[config.mk]
export PLATFORM = sky130hd
export DESIGN_NAME = code_matcher_flat
export DESIGN_NICKNAME = d
export VERILOG_FILES = /design/src/rtl/code_matcher_if.sv /design/src/rtl/code_matcher.sv /design/src/flat_wrapper.sv
export SDC_FILE = /design/constraint.sdc
export NUM_CORES = 1
export LEC_CHECK = 0
export CAP_MARGIN = 30
export CORE_MARGIN = 2
export CORE_UTILIZATION = 37
export CTS_CLUSTER_SIZE = 16
export DETAILED_ROUTE_END_ITERATION = 12
export MAX_ROUTING_LAYER = met4
export SLEW_MARGIN = 20
export SYNTH_ARGS = -nofsm -noshare
export SYNTH_HDL_FRONTEND = slang
export SYNTH_SLANG_ARGS = --single-unit
export TNS_END_PERCENT = 20
[constraint.sdc]
create_clock -name hwclk -period 6.9 [get_ports hwclk]
set_clock_uncertainty 0.1 [all_clocks]
set_input_delay 1.38 -clock hwclk [delete_from_list [all_inputs] [get_ports hwclk]]
set_output_delay 1.38 -clock hwclk [all_outputs]
set_load 0.01 [all_outputs]
[src/rtl/code_matcher_if.sv]
// code_matcher_if: keypad strobe, mode/code inputs and compare results of the code matcher
interface code_matcher_if #(
    parameter int DIGITS   = 6,
    parameter int DW       = 4,
    parameter int MAX_FAIL = 3
);
    localparam int W  = DIGITS * DW;
    localparam int CW = $clog2(DIGITS + 1);
    localparam int FW = $clog2(MAX_FAIL + 1);
    logic          key_valid;
    logic [DW-1:0] key;
    logic [1:0]    mode;
    logic [W-1:0]  master_code;
    logic [W-1:0]  user_code;
    logic          match;
    logic          mismatch;
    logic          enroll_done;
    logic [W-1:0]  new_code;
    logic          locked;
    logic [CW-1:0] entry_count;
    logic [FW-1:0] fail_count;
    modport master (
        output key_valid, key, mode, master_code, user_code,
        input  match, mismatch, enroll_done, new_code, locked, entry_count, fail_count
    );
    modport slave (
        input  key_valid, key, mode, master_code, user_code,
        output match, mismatch, enroll_done, new_code, locked, entry_count, fail_count
    );
endinterface

[src/rtl/code_matcher.sv]
// code_matcher: keypad entry buffer with master/user/enroll compare, failure counting and timed lockout
module code_matcher #(
    parameter int DIGITS      = 6,
    parameter int DW          = 4,
    parameter int WILD_LEAD   = 2,
    parameter int ENTER_KEY   = 10,
    parameter int CLEAR_KEY   = 11,
    parameter int MAX_FAIL    = 3,
    parameter int LOCK_CYCLES = 12000000
) (
    input logic           hwclk,
    input logic           rst_n,
    code_matcher_if.slave bus
);
    localparam int W  = DIGITS * DW;
    localparam int CW = $clog2(DIGITS + 1);
    localparam int FW = $clog2(MAX_FAIL + 1);
    localparam int LW = $clog2(LOCK_CYCLES + 1);
    localparam logic [DW-1:0] K_ENTER   = DW'(ENTER_KEY);
    localparam logic [DW-1:0] K_CLEAR   = DW'(CLEAR_KEY);
    localparam logic [CW-1:0] CNT_FULL  = CW'(DIGITS);
    localparam logic [FW-1:0] FAIL_MAX  = FW'(MAX_FAIL);
    localparam logic [FW-1:0] FAIL_LAST = FW'(MAX_FAIL - 1);
    localparam logic [LW-1:0] LOCK_LOAD = LW'(LOCK_CYCLES - 1);

    typedef enum logic [1:0] {S_ENTRY, S_CONFIRM, S_LOCK} state_t;

    state_t        state, state_n;
    logic [W-1:0]  ent, ent_n;
    logic [W-1:0]  cap, cap_n;
    logic [W-1:0]  code, code_n;
    logic [CW-1:0] ecnt, ecnt_n;
    logic [FW-1:0] fail, fail_n;
    logic [LW-1:0] lock_cnt, lock_n;
    logic          match_r, match_n;
    logic          mism_r, mism_n;
    logic          enr_r, enr_n;
    logic          master_ok, user_ok, enroll_ok, cmp_ok;

    // digit 0 sits in the MSBs; the leading `wild` stored digits accept anything when zero
    function automatic logic code_eq(input logic [W-1:0] entry, input logic [W-1:0] stored, input int wild);
        logic ok;
        ok = 1'b1;
        for (int i = 0; i < DIGITS; i++)
            if (entry[(DIGITS-1-i)*DW +: DW] != stored[(DIGITS-1-i)*DW +: DW] &&
                !(i < wild && stored[(DIGITS-1-i)*DW +: DW] == '0))
                ok = 1'b0;
        return ok;
    endfunction

    assign master_ok = code_eq(ent, bus.master_code, 0);
    assign user_ok   = code_eq(ent, bus.user_code, WILD_LEAD);
    assign enroll_ok = code_eq(ent, cap, WILD_LEAD);
    assign cmp_ok    = bus.mode == 2'b00 ? master_ok : user_ok;

    assign bus.match       = match_r;
    assign bus.mismatch    = mism_r;
    assign bus.enroll_done = enr_r;
    assign bus.new_code    = code;
    assign bus.locked      = state == S_LOCK;
    assign bus.entry_count = ecnt;
    assign bus.fail_count  = fail;

    // register every piece of state; reset drops everything including any pending pulse
    always_ff @(posedge hwclk or negedge rst_n) begin
        if (!rst_n) begin
            state    <= S_ENTRY;
            ent      <= '0;
            cap      <= '0;
            code     <= '0;
            ecnt     <= '0;
            fail     <= '0;
            lock_cnt <= '0;
            match_r  <= 1'b0;
            mism_r   <= 1'b0;
            enr_r    <= 1'b0;
        end else begin
            state    <= state_n;
            ent      <= ent_n;
            cap      <= cap_n;
            code     <= code_n;
            ecnt     <= ecnt_n;
            fail     <= fail_n;
            lock_cnt <= lock_n;
            match_r  <= match_n;
            mism_r   <= mism_n;
            enr_r    <= enr_n;
        end
    end

    // key handling, compare evaluation, enroll sequencing and lockout countdown
    always_comb begin
        state_n = state;
        ent_n   = ent;
        cap_n   = cap;
        code_n  = code;
        ecnt_n  = ecnt;
        fail_n  = fail;
        lock_n  = lock_cnt;
        match_n = 1'b0;
        mism_n  = 1'b0;
        enr_n   = 1'b0;
        if (state == S_LOCK) begin
            state_n = lock_cnt == '0 ? S_ENTRY : S_LOCK;
            fail_n  = lock_cnt == '0 ? '0 : fail;
            lock_n  = lock_cnt == '0 ? lock_cnt : lock_cnt - LW'(1);
        end else begin
            if (state == S_CONFIRM && bus.mode != 2'b10) begin
                state_n = S_ENTRY;
                cap_n   = '0;
            end
            if (bus.key_valid && bus.key == K_CLEAR) begin
                ent_n  = '0;
                ecnt_n = '0;
                if (state == S_CONFIRM) begin
                    state_n = S_ENTRY;
                    cap_n   = '0;
                end
            end else if (bus.key_valid && bus.key == K_ENTER) begin
                ent_n  = '0;
                ecnt_n = '0;
                if (!bus.mode[1]) begin
                    match_n = cmp_ok;
                    mism_n  = !cmp_ok;
                    fail_n  = cmp_ok ? '0 : (fail == FAIL_MAX ? fail : fail + FW'(1));
                    if (!cmp_ok && fail >= FAIL_LAST) begin
                        state_n = S_LOCK;
                        lock_n  = LOCK_LOAD;
                    end
                end else if (bus.mode == 2'b10 && state == S_ENTRY) begin
                    cap_n   = ent;
                    state_n = S_CONFIRM;
                end else if (bus.mode == 2'b10) begin
                    match_n = enroll_ok;
                    mism_n  = !enroll_ok;
                    enr_n   = enroll_ok;
                    code_n  = enroll_ok ? cap : code;
                    cap_n   = '0;
                    state_n = S_ENTRY;
                end
            end else if (bus.key_valid) begin
                ent_n  = W'({ent, bus.key});
                ecnt_n = ecnt == CNT_FULL ? ecnt : ecnt + CW'(1);
            end
        end
    end
endmodule

[src/flat_wrapper.sv]
// flat-port wrapper written by rule: the top's interface ports become plain ports
module code_matcher_flat 
#(
    parameter int DIGITS      = 6,
    parameter int DW          = 4,
    parameter int WILD_LEAD   = 2,
    parameter int ENTER_KEY   = 10,
    parameter int CLEAR_KEY   = 11,
    parameter int MAX_FAIL    = 3,
    parameter int LOCK_CYCLES = 12000000
)
  (hwclk, rst_n, bus_key_valid, bus_key, bus_mode, bus_master_code, bus_user_code, bus_match, bus_mismatch, bus_enroll_done, bus_new_code, bus_locked, bus_entry_count, bus_fail_count);
  code_matcher_if #(.DIGITS(DIGITS), .DW(DW), .MAX_FAIL(MAX_FAIL)) bus_i ();
  input logic hwclk;
  input logic rst_n;
  input wire logic [$bits(bus_i.key_valid)-1:0] bus_key_valid;
  input wire logic [$bits(bus_i.key)-1:0] bus_key;
  input wire logic [$bits(bus_i.mode)-1:0] bus_mode;
  input wire logic [$bits(bus_i.master_code)-1:0] bus_master_code;
  input wire logic [$bits(bus_i.user_code)-1:0] bus_user_code;
  output wire logic [$bits(bus_i.match)-1:0] bus_match;
  output wire logic [$bits(bus_i.mismatch)-1:0] bus_mismatch;
  output wire logic [$bits(bus_i.enroll_done)-1:0] bus_enroll_done;
  output wire logic [$bits(bus_i.new_code)-1:0] bus_new_code;
  output wire logic [$bits(bus_i.locked)-1:0] bus_locked;
  output wire logic [$bits(bus_i.entry_count)-1:0] bus_entry_count;
  output wire logic [$bits(bus_i.fail_count)-1:0] bus_fail_count;
  assign bus_i.key_valid = bus_key_valid;
  assign bus_i.key = bus_key;
  assign bus_i.mode = bus_mode;
  assign bus_i.master_code = bus_master_code;
  assign bus_i.user_code = bus_user_code;
  assign bus_match = bus_i.match;
  assign bus_mismatch = bus_i.mismatch;
  assign bus_enroll_done = bus_i.enroll_done;
  assign bus_new_code = bus_i.new_code;
  assign bus_locked = bus_i.locked;
  assign bus_entry_count = bus_i.entry_count;
  assign bus_fail_count = bus_i.fail_count;
  code_matcher #(.DIGITS(DIGITS), .DW(DW), .WILD_LEAD(WILD_LEAD), .ENTER_KEY(ENTER_KEY), .CLEAR_KEY(CLEAR_KEY), .MAX_FAIL(MAX_FAIL), .LOCK_CYCLES(LOCK_CYCLES)) u_core (.hwclk(hwclk), .rst_n(rst_n), .bus(bus_i));
endmodule
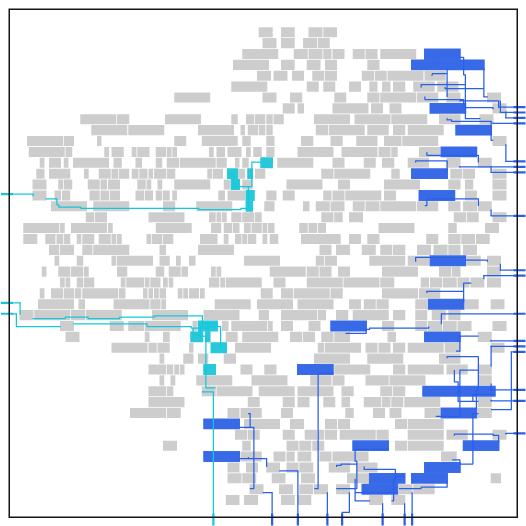
**Above:** run 1 (port wiring).
Scale: 4 px per um.
Key: cyan = bus_key [direction input, end cells 13, buffers 4, wire 253 um]; blue = bus_new_code [direction output, end cells 24, buffers 24, wire 658 um]
IO buf count: 89
Ports: 90

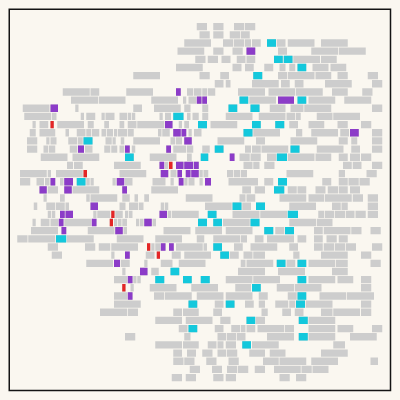
**Above:** run 1 (logic cells by family).
Scale: 3 px per um.
Key: cyan = AND-OR and OR-AND gates [cells 52, most used a22o_1]; purple = inverting AOI/OAI gates [cells 47, most used o21ai_0]; red = inverters [cells 8, most used inv_1]
logic share of the area: 0.387
Final Non-Filler Cells: 759
Commonest Layout Cell: dfrtp_1

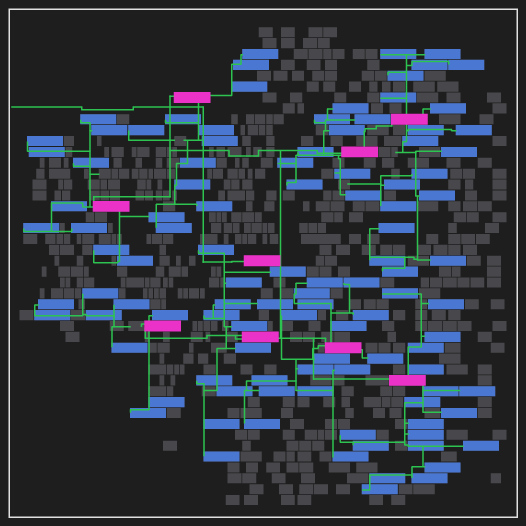
**Above:** run 1 (clock network drawn from the DEF).
Scale: 4 px per um.
Key: magenta = cells driving clock nets [count 9]; blue = flip-flops [count 106]; green = clock wires [length 1280 um]
There are 10 routed clock nets.
Skew-Pair Late Insertion Delay: 360 ps
Clock power frac: 0.239
Clk. pwr: 0.496 mW

-- run 1: state kept, by name, indices dropped and copies added, names as in the netlist --
| signal | flops |
|---|---|
| u_core.bus.entry_count | 3 |
| u_core.bus.enroll_done | 1 |
| u_core.bus.fail_count | 2 |
| u_core.bus.new_code | 24 |
| u_core.ent | 24 |
| u_core.state | 2 |
| u_core.lock_cnt | 24 |
| u_core.bus.mismatch | 1 |
| u_core.cap | 24 |
| u_core.bus.match | 1 |
-- run 1: cell usage after synthesis (all sizes together), types with 4 or more instances --
| cell | instances |
|---|---|
| or3 | 5 |
| mux2 | 25 |
| clkbuf | 23 |
| nand2 | 34 |
| nor2 | 22 |
| nand3 | 7 |
| o31ai | 9 |
| dfrtp | 106 |
| nor4 | 17 |
| buf | 18 |
| xnor2 | 55 |
| nand2b | 4 |
| inv | 7 |
| a21oi | 11 |
| ha | 5 |
| or4 | 5 |
| o21ai | 12 |
| a22o | 46 |
| xor2 | 28 |
| nand4 | 15 |
| nor3 | 14 |
-- run 1: worst paths after layout --
path,startpoint,end,slack [ps],cells past startpoint
min reg2reg,u_core.lock_cnt[6],u_core.lock_cnt[6],390,1
max,u_core.state[0],bus_locked,2830,3
min in group asynchronous,rst_n,u_core.bus.new_code[2],870,1
max in group asynchronous,rst_n,u_core.lock_cnt[9],4870,3
min,u_core.lock_cnt[6],u_core.lock_cnt[6],390,1
max reg2reg,u_core.ent[1],u_core.bus.new_code[8],3960,7
-- run 1: cell type report --
cell class / count / share of cell area
repair buffers: 98 / 0.144
well taps: 184 / 0.0338
clock buffers: 9 / 0.0330
clock inverters: 7 / 0.00826
multi-input cells: 347 / 0.387
flip-flops and latches: 106 / 0.389
inverters: 8 / 0.00441
==> impl_metrics.py, run 1 <==
# Flow results
metrics = {
    "status": {
        "status": "finished, final reports clean",
    },
    "synthesis": {
        "synthArstFlopShare": 1.00,
        "netlist_area_mm2": 0.00556,
        "ys_seq_frac": 0.477,
        "synth.area.top_cells": "dfrtp_1, xnor2_1, a22o_1",
        "ys_types": 52,
        "logic_family": "AND-OR/OR-AND gates",
        "yosysWarnings": 0,
        "yosys.area.top_type": "dfrtp_1",
        "yosys_cells": 502,
    },
    "grt": {
        "use_met2": 0.283,
        "use_met3": 0.0418,
        "first_global_vias": 3994,
        "grt-ovfl-total": 0,
    },
    "placement": {
        "post-place-ws_ps": 2660,
    },
    "final_layout": {
        "n_antenna_cell": 0,
        "post-route-util": 0.467,
    },
    "timing": {
        "max_freq_ghz": 0.246,
        "period_used_share": 0.589,
        "slew_headroom": 0.560,
        "drv_slew": 0,
        "timing.setup.tns_ps": 0,
        "tightestPinTransition_ps": 660,
    },
    "pwr": {
        "ir_drop_uv": 132,
        "seq_power_mw": 0.971,
    },
    "drt": {
        "dr_wl_met3_um": 832,
        "drc": 0,
        "avgRoutedWirePerCell_um": 18.4,
        "ant_nets": 0,
        "first_pass_iters": 5,
        "met1_length_um": 6440,
        "initialDrtViolationCount": 298,
    },
    "worst_setup_path": {
        "critPathKind": "flip-flop to output pin",
        "crit_chain": "nand2b_1 -> clkinv_1 -> clkdlybuf4s50_1",
        "slowest_stage": "clkdlybuf4s50_1",
        "critPathLaunchType": "flip-flop",
    },
    "clocking": {
        "clk_pin_slew_worst_paths_ps": 70,
        "post_cts_resized": 0,
        "cts_tree": "built",
    },
    "job": {
        "warnings": 28,
    },
    "worst_hold_path": {
        "min_path_type": "flip-flop to flip-flop",
    },
}
**Run 1: wiring heat map**

Scale: 3 px per um. The die is cut into 25 by 25 equal tiles; white is low, dark blue is high, scaled to the fullest tile. Values are wire area over tile area, all layers added.
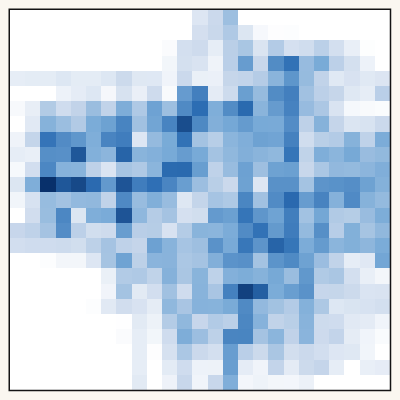

## Run 2: what changed since run 1
==> constraint.sdc (replaced) <==
create_clock -name hwclk -period 3.8 [get_ports hwclk]
set_clock_uncertainty 0.1 [all_clocks]
set_input_delay 0.76 -clock hwclk [delete_from_list [all_inputs] [get_ports hwclk]]
set_output_delay 0.76 -clock hwclk [all_outputs]
set_load 0.01 [all_outputs]
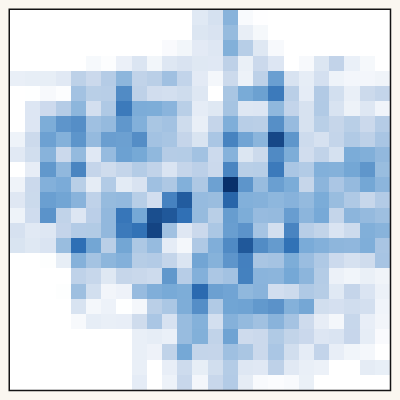
**Above:** run 2 (wiring heat map).
Scale: 3 px per um. The die is cut into 25 by 25 equal tiles; white is low, dark blue is high, scaled to the fullest tile. Values are wire area over tile area, all layers added.
The fullest tile reaches 0.55. The emptiest ninth of the die: lower left. The mean over all tiles is 0.14. 22% of the tiles are nearly empty.
via count: 4123
final WL: 13900 um
total track usage: 0.186
DR WL/cell: 18.3 um

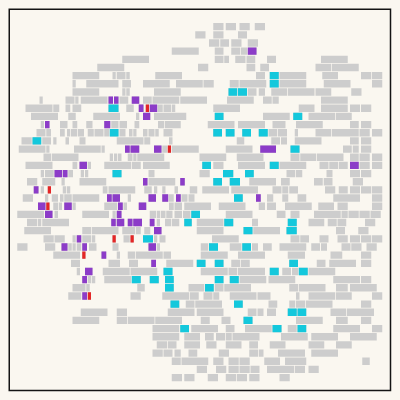
**Above:** run 2 (logic cells by family).
Scale: 3 px per um.
Key: cyan = AND-OR and OR-AND gates [cells 52, most used a22o_1]; purple = inverting AOI/OAI gates [cells 47, most used o21ai_0]; red = inverters [cells 8, most used inv_1, where middle left]
Final Non-Filler Cells: 760
logic share of the area: 0.385

==> impl_metrics.py, run 2 <==
# Flow results
metrics = {
    "final_layout": {
        "layout_top_cell": "dfrtp_1",
        "post-route-util": 0.469,
    },
    "synthesis": {
        "synthArstFlopShare": 1.00,
        "logic_family": "AND-OR/OR-AND gates",
        "yosys.area.top_type": "dfrtp_1",
        "synth.area.top_cells": "dfrtp_1, xnor2_1, a22o_1",
        "top_cells_by_count": "dfrtp_1, xnor2_1, a22o_1, nand2_1, xor2_1",
        "yosys_cells": 502,
        "ys_seq_frac": 0.477,
        "netlist_area_mm2": 0.00556,
    },
    "clocking": {
        "clk_latency_ps": 350,
        "clk_pin_slew_worst_paths_ps": 70,
        "post_cts_resized": 0,
    },
    "worst_setup_path": {
        "reg2reg_to": "u_core.bus.new_code[19]",
        "slowest_stage": "dfrtp_1",
        "crit_end": "u_core.bus.new_code[19]",
        "critPathKind": "flip-flop to flip-flop",
        "reg2reg_depth": 7,
        "cp.depth": 7,
        "critPathLaunchType": "flip-flop",
    },
    "floorplanning": {
        "pin_count": 90,
    },
    "timing": {
        "timing.setup.tns_ps": 0,
        "tightestPinTransition_ps": 810,
        "period_used_share": 0.760,
        "slew_headroom": 0.460,
        "max_freq_ghz": 0.346,
        "drv_slew": 0,
    },
    "grt": {
        "grt-ovfl-total": 0,
        "first_global_vias": 4134,
    },
    "pwr": {
        "ir_drop_uv": 286,
    },
    "placement": {
        "post-place-ws_ps": 603,
        "io_buffers": 89,
    },
    "status": {
        "status": "finished, final reports clean",
    },
    "worst_hold_path": {
        "min_path_type": "input port to async pin",
    },
    "drt": {
        "drc": 0,
        "ant_nets": 0,
    },
    "job": {
        "warnings": 28,
    },
}
## run 2: cell count changes in the layout (fill, tap and decap cells not counted), sizes merged
cell      previous run  this run
inv                 12         9
buf                  9        11
bufinv               0         2
clkinv               3         1
clkbuf              10        11
clkinvlp             0         1
## run 2: how the worst min path moves through the flow
stage / slack [ps] / cells after the start / start / to
floorplan: 350 / 1 / u_core.lock_cnt[6] / u_core.lock_cnt[6]
CTS: 390 / 1 / u_core.lock_cnt[6] / u_core.lock_cnt[6]
finish: 380 / 1 / rst_n / u_core.bus.new_code[7]
global placement: 370 / 1 / u_core.lock_cnt[6] / u_core.lock_cnt[6]
global route: 420 / 1 / u_core.lock_cnt[6] / u_core.lock_cnt[6]
detailed placement: 380 / 1 / u_core.lock_cnt[6] / u_core.lock_cnt[6]
## run 2: logic make-up after synthesis
family	after synthesis
buffers and inverters	49
AND/OR/NAND/NOR	135
adder cells (fa/ha/maj)	5
multiplexers	25
flip-flops	106
AND-OR/OR-AND	99
XOR/XNOR	83
## run 2: power by group
group / switching [mW] / total, mW / internal [mW]
Sequential: 0.415 / 1.76 / 1.34
Combinational: 0.532 / 1.14 / 0.605
Clock: 0.419 / 1.00 / 0.583
## run 2: area by class of cell
cell class / count / share of cell area
Clock buffer: 11 / 0.0340
Inverter: 8 / 0.00439
Multi-Input combinational cell: 347 / 0.385
Clock inverter: 5 / 0.0124
Sequential cell: 106 / 0.388
Timing Repair Buffer: 99 / 0.143
Tap cell: 184 / 0.0336
## run 2: routing by layer
metal / wire, um / GRT usage / up-vias
met2: 6460 / 0.286 / 108
li1: - / - / 1954
met3: 804 / 0.0392 / 14
met4: 184 / 0.0511 / 0
met1: 6470 / 0.250 / 2047
met5: 0 / - / -
Power is estimated from default activity; no workload was simulated.
